[config.mk]
export PLATFORM = sky130hd
export DESIGN_NAME = rca_pipe_p
export DESIGN_NICKNAME = d
export VERILOG_FILES = /design/src/rtl/rca_pipe_p.sv
export SDC_FILE = /design/constraint.sdc
export NUM_CORES = 1
export LEC_CHECK = 0
export CORE_MARGIN = 5
export CORE_UTILIZATION = 36
export CTS_BUF_LIST = sky130_fd_sc_hd__clkbuf_8
export CTS_CLUSTER_SIZE = 8
export DETAILED_ROUTE_END_ITERATION = 16
export HOLD_SLACK_MARGIN = 0.12
export SETUP_SLACK_MARGIN = 0.15
export SKIP_CTS_REPAIR_TIMING = 1
export SLEW_MARGIN = 10
export SYNTH_ARGS = -nofsm -noshare
export SYNTH_HDL_FRONTEND = slang
export SYNTH_SLANG_ARGS = --single-unit
[constraint.sdc]
create_clock -name CLK -period 1.9 [get_ports CLK]
set_input_delay 0.38 -clock CLK [delete_from_list [all_inputs] [get_ports CLK]]
set_output_delay 0.38 -clock CLK [all_outputs]
set_load 0.02 [all_outputs]
[src/rtl/rca_pipe_p.sv]
// rca_pipe_p: segmented, pipelined ripple-carry adder with valid/ready
// handshake at both ends. One SEG-bit ripple segment is added per stage,
// giving NSEG = SIZE/SEG stages and a capacity of NSEG transactions.
// APPROX=1 replaces the carry into segments 1..APX_SEGS with the generate
// of the previous segment's MSB.
// Optional: define RCA_PIPE_ERR_FLAG_EN to add the ERR output, driven by a
// shadow exact carry chain carried alongside each stage.

module rca_pipe_p #(
  parameter int unsigned SIZE     = 16,
  parameter int unsigned SEG      = 4,
  parameter int unsigned APX_SEGS = 2
) (
  input  logic          CLK,
  input  logic          RST_N,
  input  logic [SIZE:1] A,
  input  logic [SIZE:1] B,
  input  logic          CIN,
  input  logic          APPROX,
  input  logic          IN_VALID,
  output logic          IN_READY,
  output logic [SIZE:1] SUM,
  output logic          COUT,
  output logic          OUT_VALID,
  input  logic          OUT_READY
`ifdef RCA_PIPE_ERR_FLAG_EN
  ,
  output logic          ERR
`endif
);

  localparam int unsigned NSEG = SIZE / SEG;

  // Stage registers: entry k holds the result after segment k is added.
  logic [NSEG-1:0] valid_q;
  logic [NSEG-1:0] carry_q;
  logic            mode_q  [NSEG];
  logic [SIZE-1:0] sum_q   [NSEG];
  logic [SIZE-1:0] a_q     [NSEG];
  logic [SIZE-1:0] b_q     [NSEG];

  // Values presented to each stage register (inputs of stage k).
  logic [NSEG-1:0] valid_d;
  logic [NSEG-1:0] carry_d;
  logic [NSEG-1:0] ready;
  logic            mode_d  [NSEG];
  logic [SIZE-1:0] sum_d   [NSEG];
  logic [SIZE-1:0] a_d     [NSEG];
  logic [SIZE-1:0] b_d     [NSEG];

`ifdef RCA_PIPE_ERR_FLAG_EN
  logic [NSEG-1:0] err_q;
  logic [NSEG-1:0] err_d;
  logic            tcarry_q [NSEG];
  logic            tcarry_d [NSEG];
`endif

  // Backward ready chain: a stage can load when it is empty or its
  // successor is loading; the last stage drains into OUT_READY.
  always_comb begin
    logic rdy;
    rdy   = OUT_READY;
    ready = '0;
    for (int unsigned i = 0; i < NSEG; i++) begin
      rdy                 = !valid_q[NSEG-1-i] || rdy;
      ready[NSEG-1-i]     = rdy;
    end
  end

  // Per-stage segment addition, sourced from the ports for stage 0 and
  // from the previous stage register otherwise.
  always_comb begin
    logic [SIZE-1:0] src_sum;
    logic            src_c;
    logic            cin;
    logic [SEG:0]    seg;
`ifdef RCA_PIPE_ERR_FLAG_EN
    logic            tc_in;
    logic            err_in;
    logic [SEG:0]    tseg;
`endif
    for (int unsigned k = 0; k < NSEG; k++) begin
      if (k == 0) begin
        a_d[k]     = A;
        b_d[k]     = B;
        mode_d[k]  = APPROX;
        valid_d[k] = IN_VALID;
        src_sum    = '0;
        src_c      = CIN;
      end else begin
        a_d[k]     = a_q[k-1];
        b_d[k]     = b_q[k-1];
        mode_d[k]  = mode_q[k-1];
        valid_d[k] = valid_q[k-1];
        src_sum    = sum_q[k-1];
        src_c      = carry_q[k-1];
      end
      cin = src_c;
      if (mode_d[k] && (k >= 1) && (k <= APX_SEGS))
        cin = a_d[k][SEG*k-1] & b_d[k][SEG*k-1];
      seg = {1'b0, a_d[k][SEG*k +: SEG]} + {1'b0, b_d[k][SEG*k +: SEG]}
          + {{SEG{1'b0}}, cin};
      sum_d[k]               = src_sum;
      sum_d[k][SEG*k +: SEG] = seg[SEG-1:0];
      carry_d[k]             = seg[SEG];
`ifdef RCA_PIPE_ERR_FLAG_EN
      // Exact carry runs beside the delivered one; any segment or final
      // carry disagreement marks the transaction as inexact.
      tc_in  = (k == 0) ? CIN  : tcarry_q[k-1];
      err_in = (k == 0) ? 1'b0 : err_q[k-1];
      tseg   = {1'b0, a_d[k][SEG*k +: SEG]} + {1'b0, b_d[k][SEG*k +: SEG]}
             + {{SEG{1'b0}}, tc_in};
      tcarry_d[k] = tseg[SEG];
      err_d[k]    = err_in || (tseg[SEG-1:0] != seg[SEG-1:0])
                  || ((k == NSEG-1) && (tseg[SEG] != seg[SEG]));
`endif
    end
  end

  // Stage registers advance independently whenever their ready is high.
  always_ff @(posedge CLK or negedge RST_N) begin
    if (!RST_N) begin
      valid_q <= '0;
      carry_q <= '0;
`ifdef RCA_PIPE_ERR_FLAG_EN
      err_q   <= '0;
`endif
      for (int unsigned k = 0; k < NSEG; k++) begin
        mode_q[k] <= 1'b0;
        sum_q[k]  <= '0;
        a_q[k]    <= '0;
        b_q[k]    <= '0;
`ifdef RCA_PIPE_ERR_FLAG_EN
        tcarry_q[k] <= 1'b0;
`endif
      end
    end else begin
      for (int unsigned k = 0; k < NSEG; k++) begin
        if (ready[k]) begin
          valid_q[k] <= valid_d[k];
          if (valid_d[k]) begin
            mode_q[k]  <= mode_d[k];
            sum_q[k]   <= sum_d[k];
            carry_q[k] <= carry_d[k];
            a_q[k]     <= a_d[k];
            b_q[k]     <= b_d[k];
`ifdef RCA_PIPE_ERR_FLAG_EN
            tcarry_q[k] <= tcarry_d[k];
            err_q[k]    <= err_d[k];
`endif
          end
        end
      end
    end
  end

  assign IN_READY  = ready[0];
  assign OUT_VALID = valid_q[NSEG-1];
  assign SUM       = sum_q[NSEG-1];
  assign COUT      = carry_q[NSEG-1];
`ifdef RCA_PIPE_ERR_FLAG_EN
  assign ERR       = err_q[NSEG-1];
`endif

endmodule

**Run 1: placement by cell class**

Drawn at 3 px/um. Fill, decap, tap and diode cells in grey.
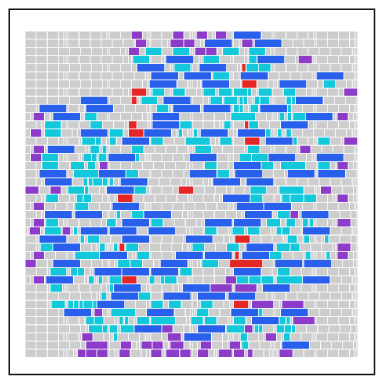
other buffers and delay cells -> purple  # cells 68
flops -> blue  # cells 102
clock drivers and dummy loads -> red  # cells 16
combinational and other logic -> cyan  # cells 193

**Run 1: cells by drive strength**

Drawn at 3 px/um.
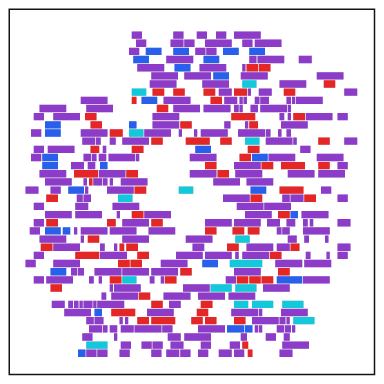
_0 and _1 cells -> purple  # cells 256, most used dfrtp_1
_6 and larger -> cyan  # cells 16, most used clkbuf_8
_3 and _4 cells -> blue  # cells 29, most used mux2_4
_2 cells -> red  # cells 78, most used mux2_2

==> deck_impl_summary.md, run 1 <==
Run Summary

Final timing
  • Max Clock Freq: 542 MHz
  • Max-slew violation count: 0
  • RSZ-0062 raised after global routing: yes
  • Final Worst Setup Slack: 0.0558 ns
  • Setup_tns: 0 ns
  • Cycle use final: 0.971
  • Slew HR: 0.644
  • Setup Viol. Count Final: 0
  • Worst Tran Pin Value: 0.534 ns
  • Tmin final: 1.84 ns
  • Final hold vios: 0
  • Min Hold Slack: 0.480 ns

Placed design
  • Setup WS pre-CTS: -0.342 ns
  • I/O Buffers: 56
  • Dpl hpwl: 5.13 mm
  • RD Place Congestion: 0.727
  • Dpl cell area: 5270 um^2
  • Cells after DPL: 528

Floorplanning
  • IO Pins: 57
  • Fp util: 0.369
  • N_taps: 168
  • Die width: 121 um
  • Die height: 121 um
  • Die Area: 14,700 um^2
  • Core Box Area: 12,100 um^2
  • Cell row count: 40

Power and ir drop
  • Pwr dens: 1260 nW/um^2
  • Max rail drop VDD: 0.399 mV
  • Top Consumer: registers
  • Leakage power: 0.00258 uW
  • Power Combinational: 2410 uW
  • Seq pwr share: 0.467
  • Switching pwr: 2150 uW
  • Tot Pwr: 7000 uW
  • Sw frac: 0.307
  • Seq power: 3270 uW
  • Combinational Power Share: 0.345
  • Clk pwr share: 0.188

Finish
  • Non-clock buffer share: 0.135
  • Layout cells sized above 1: 0.325
  • Most frequent logic cell in the layout: dfrtp_1
  • Max-area cell class: sequential cells
  • Inverter count: 16
  • Multi-input comb cells: 177
  • Flop share of the area: 0.460
  • Multi-input gate area: 1790 um^2
  • Comb area share: 0.323
  • # fillers: 1,083
  • Most frequent cells in the layout: 102 x dfrtp_1, 59 x mux2_2, 42 x clkdlybuf4s50_1
  • Clock network area share: 0.0329
  • Bufs w/o clock: 68
  • Layout area overhead: 24.6%
  • Flop area: 2550 um^2
  • Final-layout clock buffer total: 9
  • Nets: 432
  • # diodes: 0
  • Util after Layout: 0.460
  • Post-Layout Inst Area: 5550 um^2
  • Seq cells: 102

Routing
  • Post-route DRC: 0
  • Drt first pass iters: 4
  • Routed wire length per instance: 13.7 um
  • Met2 routed WL: 3.81 mm
  • WL final: 7.52 mm
  • Post-route ant nets: 0
  • Vias post-DR: 2,465
  • Met1 Wirelength: 3.34 mm
  • Starting DRC count in detailed routing: 68
  • Drt via density: 4.51
  • Met3 wire length: 196 um
  • DR top layer: met4

Synth
  • Most frequent cell after synthesis: dfrtp_1
  • Dominant flop cell: dfrtp_1
  • Post-Synthesis Cell Area: 4450 um^2
  • Cells after Synth: 305
  • Area leader, netlist: dfrtp_1
  • Syn_nets: 363
  • Yosys Chip Area: 4450 um^2
  • Seq share, synth: 0.573
  • Synth top cells by count: 102 x dfrtp_1, 59 x mux2_2, 21 x nand2_1, 20 x mux2_4, 17 x o21ai_0
  • Syn Area/Cell: 14.6 um^2
  • Yosys cell types: 29
  • Count of library flops with an enable pin: 0
  • Synth top area cells: dfrtp_1 57%, mux2_2 15%, mux2_4 6.7%, fa_1 3.6%, ha_1 3.4%
  • Syn. warnings: 0
  • Async SR Flop Fraction: 1.00
  • Post-synthesis register bit count: 102

Critical path
  • Critical Path AT: 1.46 ns
  • CP Cell Sequence: clkdlybuf4s50_1 -> nand4b_4 -> or2_2 -> clkbuf_2
  • Reg2Reg Setup Slack: 0.08 ns
  • Class of the most critical setup path: in -> out
  • Largest stage delay on the critical path: 0.44 ns
  • Worst reg2reg endpoint: carry_q[2]$_DFFE_PN0P_
  • Reg2reg path depth: 7
  • CP Capture Type: output port
  • Critical Path RT: 1.52 ns
  • Slowest CP cell: clkdlybuf4s50_1
  • CP Buf/Inv Count: 2
  • CP endpoint: IN_READY
  • Worst Setup Start Kind: primary input
  • Delay-heaviest family, CP: buffers and inverters
  • Worst Setup SP: OUT_READY
  • Worst R2R Start: mode_d[1]$_DFFE_PN0P_
  • Max FO, Critical Path: 3
  • Critical path depth: 4

Clock tree
  • Clock-pin slew on the worst setup and hold paths: 0.09 ns
  • Num Clock Sinks: 102
  • CTS max path bufs: 2
  • CTS HTree Levels: 3
  • CTS Buf Count: 9
  • Clk latency late pin: 0.36 ns
  • CTS tree: done
  • Root buffer cell: clkbuf_8

Global routing
  • Largest net degree at the start of global routing: 103
  • Met3 usage in global routing: 0.0182
  • First-pass GRT wire length: 12.8 mm
  • GR peak layer: met2
  • GRT Resource Usage Total: 0.111
  • Grt met2 use: 0.183
  • Gr ovfl total: 0
  • M1 GR Usage: 0.139
  • Antenna violations before repair: 0
  • Number of global-route vias before repair: 2,678

Min path
  • Hold_sp: SUM[15]$_DFFE_PN0P_
  • Hold Crit Class: reg -> reg
  • Min-Delay Endpoint: SUM[15]$_DFFE_PN0P_

Flow run
  • Tool warnings: 29
  • Max-cap violations: 0

Status
  • Status: complete, no violations
**Run 1: selected gate families**

Drawn at 3 px/um.
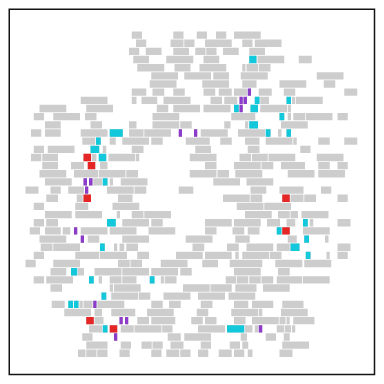
AND-OR and OR-AND gates -> red  # cells 7, most used a21o_1
inverting AOI/OAI gates -> cyan  # cells 29, most used o21ai_0
inverters -> purple  # cells 16, most used inv_1

==> run 1: tightest hold or removal path: cells and delay by family, from the launching register on <==
| kind | cells | cell delay, ns |
|---|---|---|
| flops | 1 | 0.35 |
| simple gates | 1 | 0.04 |
| compound gates | 1 | 0.06 |
==> run 1: flip-flops by register name, indices dropped and copies added (netlist names) <==
signal,flops
sum_d,24
SUM,16
a_d,26
b_d,26
valid_q,4
carry_q,4
mode_d,2
==> run 1: cell families (layout without fill, tap and decap cells) <==
logic type / after synthesis / after routing / synth area share
DFF: 102 / 102 / 0.573
muxes: 81 / 81 / 0.222
AOI/OAI and AO/OA: 36 / 36 / 0.0492
and+or+nand+nor: 34 / 34 / 0.0402
buffers and inverters: 26 / 100 / 0.0346
adders and majority gates: 20 / 20 / 0.0697
xor gates and xnor gates: 6 / 6 / 0.0118
==> inputs of run 2 (changes only) <==
SLEW_MARGIN = 20   (was 10)
**Run 2: selected gate families**

Drawn at 3 px/um.
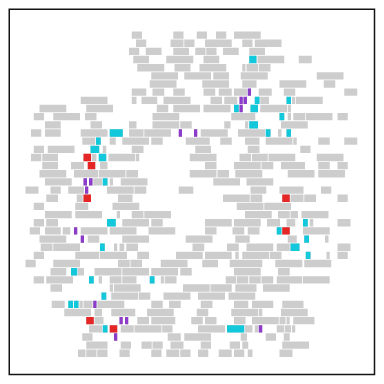
inverting AOI/OAI gates -> cyan  # cells 29, most used o21ai_0
inverters -> purple  # cells 16, most used inv_1
AND-OR and OR-AND gates -> red  # cells 7, most used a21o_1

**Run 2: congestion heat map**

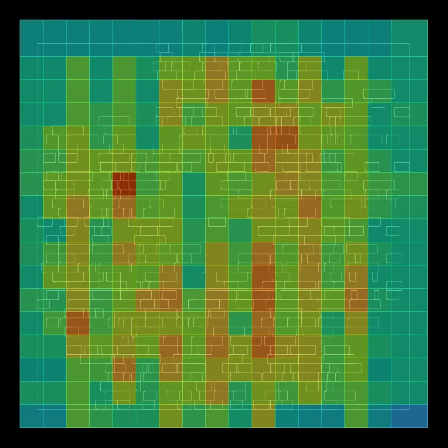
GRT Resource Usage Total: 0.111
met3 usage in global routing: 0.0182

==> deck_impl_summary.md, run 2 <==
Run Summary

Clock tree
  • Num Clock Sinks: 102 (unchanged)
  • Clock-pin slew on the worst setup and hold paths: 0.09 ns (about the same)
  • CTS max path bufs: 2 (unchanged)
  • Clk latency late pin: 0.36 ns (about the same)
  • CTS Buf Count: 9 (unchanged)
  • CTS HTree Levels: 3 (unchanged)
  • Root buffer cell: clkbuf_8 (unchanged)
  • CTS tree: done (unchanged)

Power and ir drop
  • Cell-internal power: 4850 uW (unchanged)
  • Max rail drop VDD: 0.399 mV (unchanged)
  • Tot Pwr: 7000 uW (unchanged)
  • Switching pwr: 2150 uW (unchanged)
  • Sw frac: 0.307 (unchanged)
  • Seq power: 3270 uW (about the same)
  • Power Clock: 1310 uW (about the same)
  • Leakage power: 0.00258 uW (unchanged)
  • Top Consumer: registers (unchanged)
  • Seq pwr share: 0.467 (about the same)
  • Power Combinational: 2410 uW (about the same)
  • Combinational Power Share: 0.345 (about the same)
  • Pwr dens: 1260 nW/um^2 (unchanged)
  • Clk pwr share: 0.188 (about the same)

Final timing
  • Min Hold Slack: 0.480 ns (unchanged)
  • Slew HR: 0.644 (unchanged)
  • Max Clock Freq: 542 MHz (unchanged)
  • Tmin final: 1.84 ns (unchanged)
  • Final hold vios: 0 (unchanged)
  • Max-slew violation count: 0 (unchanged)
  • Setup_tns: 0 ns (unchanged)
  • Setup Viol. Count Final: 0 (unchanged)
  • Layout Skew: 0.00495 ns (unchanged)
  • RSZ-0062 raised after global routing: yes (unchanged)
  • Worst Tran Pin Value: 0.534 ns (unchanged)
  • Cycle use final: 0.971 (unchanged)
  • Final Worst Setup Slack: 0.0558 ns (unchanged)

Synth
  • Syn Area/Cell: 14.6 um^2 (unchanged)
  • Yosys cell types: 29 (unchanged)
  • Cells in synth_stat.txt: 305 (unchanged)
  • Syn_nets: 363 (unchanged)
  • Area leader, netlist: dfrtp_1 (unchanged)
  • Syn. warnings: 0 (unchanged)
  • Dominant flop cell: dfrtp_1 (unchanged)
  • Most frequent cell after synthesis: dfrtp_1 (unchanged)
  • Cells after Synth: 305 (unchanged)
  • Synth top area cells: dfrtp_1 57%, mux2_2 15%, mux2_4 6.7%, fa_1 3.6%, ha_1 3.4% (unchanged)
  • Synth top cells by count: 102 x dfrtp_1, 59 x mux2_2, 21 x nand2_1, 20 x mux2_4, 17 x o21ai_0 (unchanged)
  • Count of library flops with an enable pin: 0 (unchanged)
  • Yosys Chip Area: 4450 um^2 (unchanged)
  • Post-synthesis register bit count: 102 (unchanged)
  • Seq share, synth: 0.573 (unchanged)
  • Post-Synthesis Cell Area: 4450 um^2 (unchanged)
  • Post-synth top area share: 0.573 (unchanged)
  • Async SR Flop Fraction: 1.00 (unchanged)

Critical path
  • CP Capture Type: output port (unchanged)
  • Worst Setup SP: OUT_READY (unchanged)
  • Critical Path RT: 1.52 ns (about the same)
  • Worst Setup Start Kind: primary input (unchanged)
  • Critical path depth: 4 (unchanged)
  • CP Buf/Inv Count: 2 (unchanged)
  • Slowest CP cell: clkdlybuf4s50_1 (unchanged)
  • CP endpoint: IN_READY (unchanged)
  • CP Cell Sequence: clkdlybuf4s50_1 -> nand4b_4 -> or2_2 -> clkbuf_2 (unchanged)
  • Reg2Reg Setup Slack: 0.08 ns (about the same)
  • Reg2reg path depth: 7 (unchanged)
  • Worst reg2reg endpoint: carry_q[2]$_DFFE_PN0P_ (unchanged)
  • Class of the most critical setup path: in -> out (unchanged)
  • Critical Path AT: 1.46 ns (about the same)
  • Delay-heaviest family, CP: buffers and inverters (unchanged)
  • Max FO, Critical Path: 3 (unchanged)
  • Worst R2R Start: mode_d[1]$_DFFE_PN0P_ (unchanged)
  • Largest stage delay on the critical path: 0.44 ns (about the same)

Placed design
  • Dpl cell area: 5270 um^2 (unchanged)
  • Dpl hpwl: 5.13 mm (unchanged)
  • I/O Buffers: 56 (unchanged)
  • Setup WS pre-CTS: -0.342 ns (unchanged)
  • RD Place Congestion: 0.727 (unchanged)
  • Cells after DPL: 528 (unchanged)

Min path
  • Min-Delay Endpoint: SUM[15]$_DFFE_PN0P_ (unchanged)
  • Hold Crit Class: reg -> reg (unchanged)
  • Hold path cells: 2 (unchanged)
  • Hold_sp: SUM[15]$_DFFE_PN0P_ (unchanged)

Floorplanning
  • IO Pins: 57 (unchanged)
  • Fp util: 0.369 (unchanged)
  • Die Area: 14,700 um^2 (unchanged)
  • Die height: 121 um (unchanged)
  • Core Box Area: 12,100 um^2 (unchanged)
  • Die width: 121 um (unchanged)
  • Cell row count: 40 (unchanged)

Routing
  • Vias post-DR: 2,465 (unchanged)
  • Post-route DRC: 0 (unchanged)
  • Routed wire length per instance: 13.7 um (unchanged)
  • WL final: 7.52 mm (unchanged)
  • Starting DRC count in detailed routing: 68 (unchanged)
  • Drt first pass iters: 4 (unchanged)
  • Drt via density: 4.51 (unchanged)
  • Post-route ant nets: 0 (unchanged)

Finish
  • Layout area overhead: 24.6% (unchanged)
  • Layout cells sized above 1: 0.325 (unchanged)
  • Fin cells: 547 (unchanged)
  • Post-Layout Inst Area: 5550 um^2 (unchanged)
  • # diodes: 0 (unchanged)
  • Most frequent cells in the layout: 102 x dfrtp_1, 59 x mux2_2, 42 x clkdlybuf4s50_1 (unchanged)
  • # fillers: 1,083 (unchanged)
  • Util after Layout: 0.460 (unchanged)
  • Most frequent logic cell in the layout: dfrtp_1 (unchanged)
  • Nets: 432 (unchanged)

Global routing
  • First-pass GRT wire length: 12.8 mm (unchanged)
  • Antenna violations before repair: 0 (unchanged)
  • Number of global-route vias before repair: 2,678 (unchanged)
  • Largest net degree at the start of global routing: 103 (unchanged)
  • Gr ovfl total: 0 (unchanged)

Status
  • Status: complete, no violations (unchanged)

Flow run
  • Tool warnings: 29 (unchanged)
  • Max-cap violations: 0 (unchanged)
**Run 2: cells by drive strength**

Drawn at 3 px/um.
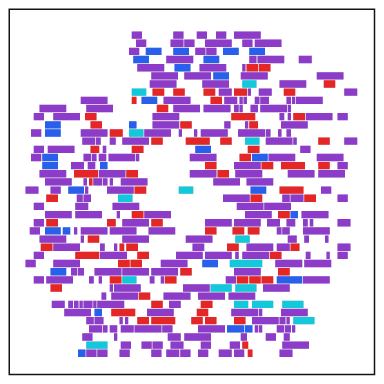
_2 cells -> red  # cells 78, most used mux2_2
_0 and _1 cells -> purple  # cells 256, most used dfrtp_1
_3 and _4 cells -> blue  # cells 29, most used mux2_4
_6 and larger -> cyan  # cells 16, most used clkbuf_8

run 2: cell counts after synthesis:
Identical to the previous run, type by type.
run 2: cells by family after synthesis:
logic type      after synthesis  synth area share
simple gates                 34            0.0402
xor+xnor                      6            0.0118
compound gates               36            0.0492
buf+inv                      26            0.0346
mux                          81             0.222
fa+ha+maj                    20            0.0697
flops                       102             0.573
run 2: layout make-up:
class,count,area [um^2],area share
inverter,16,60.1,0.0108
timing repair buffer,68,751,0.135
tap,168,210,0.0379
sequential,102,2550,0.460
multi-input combinational,177,1790,0.323
clock inverter,7,58.8,0.0106
clock buffer,9,124,0.0223
run 2: per-layer routing:
metal  wire, um  up-vias  global-route usage
met5          0        -                   0
met2       3810       33               0.183
met3        196       11              0.0182
li1           -     1182                   -
met1       3340     1239               0.139
met4        174        0              0.0588
Power is estimated from default activity; no workload was simulated.
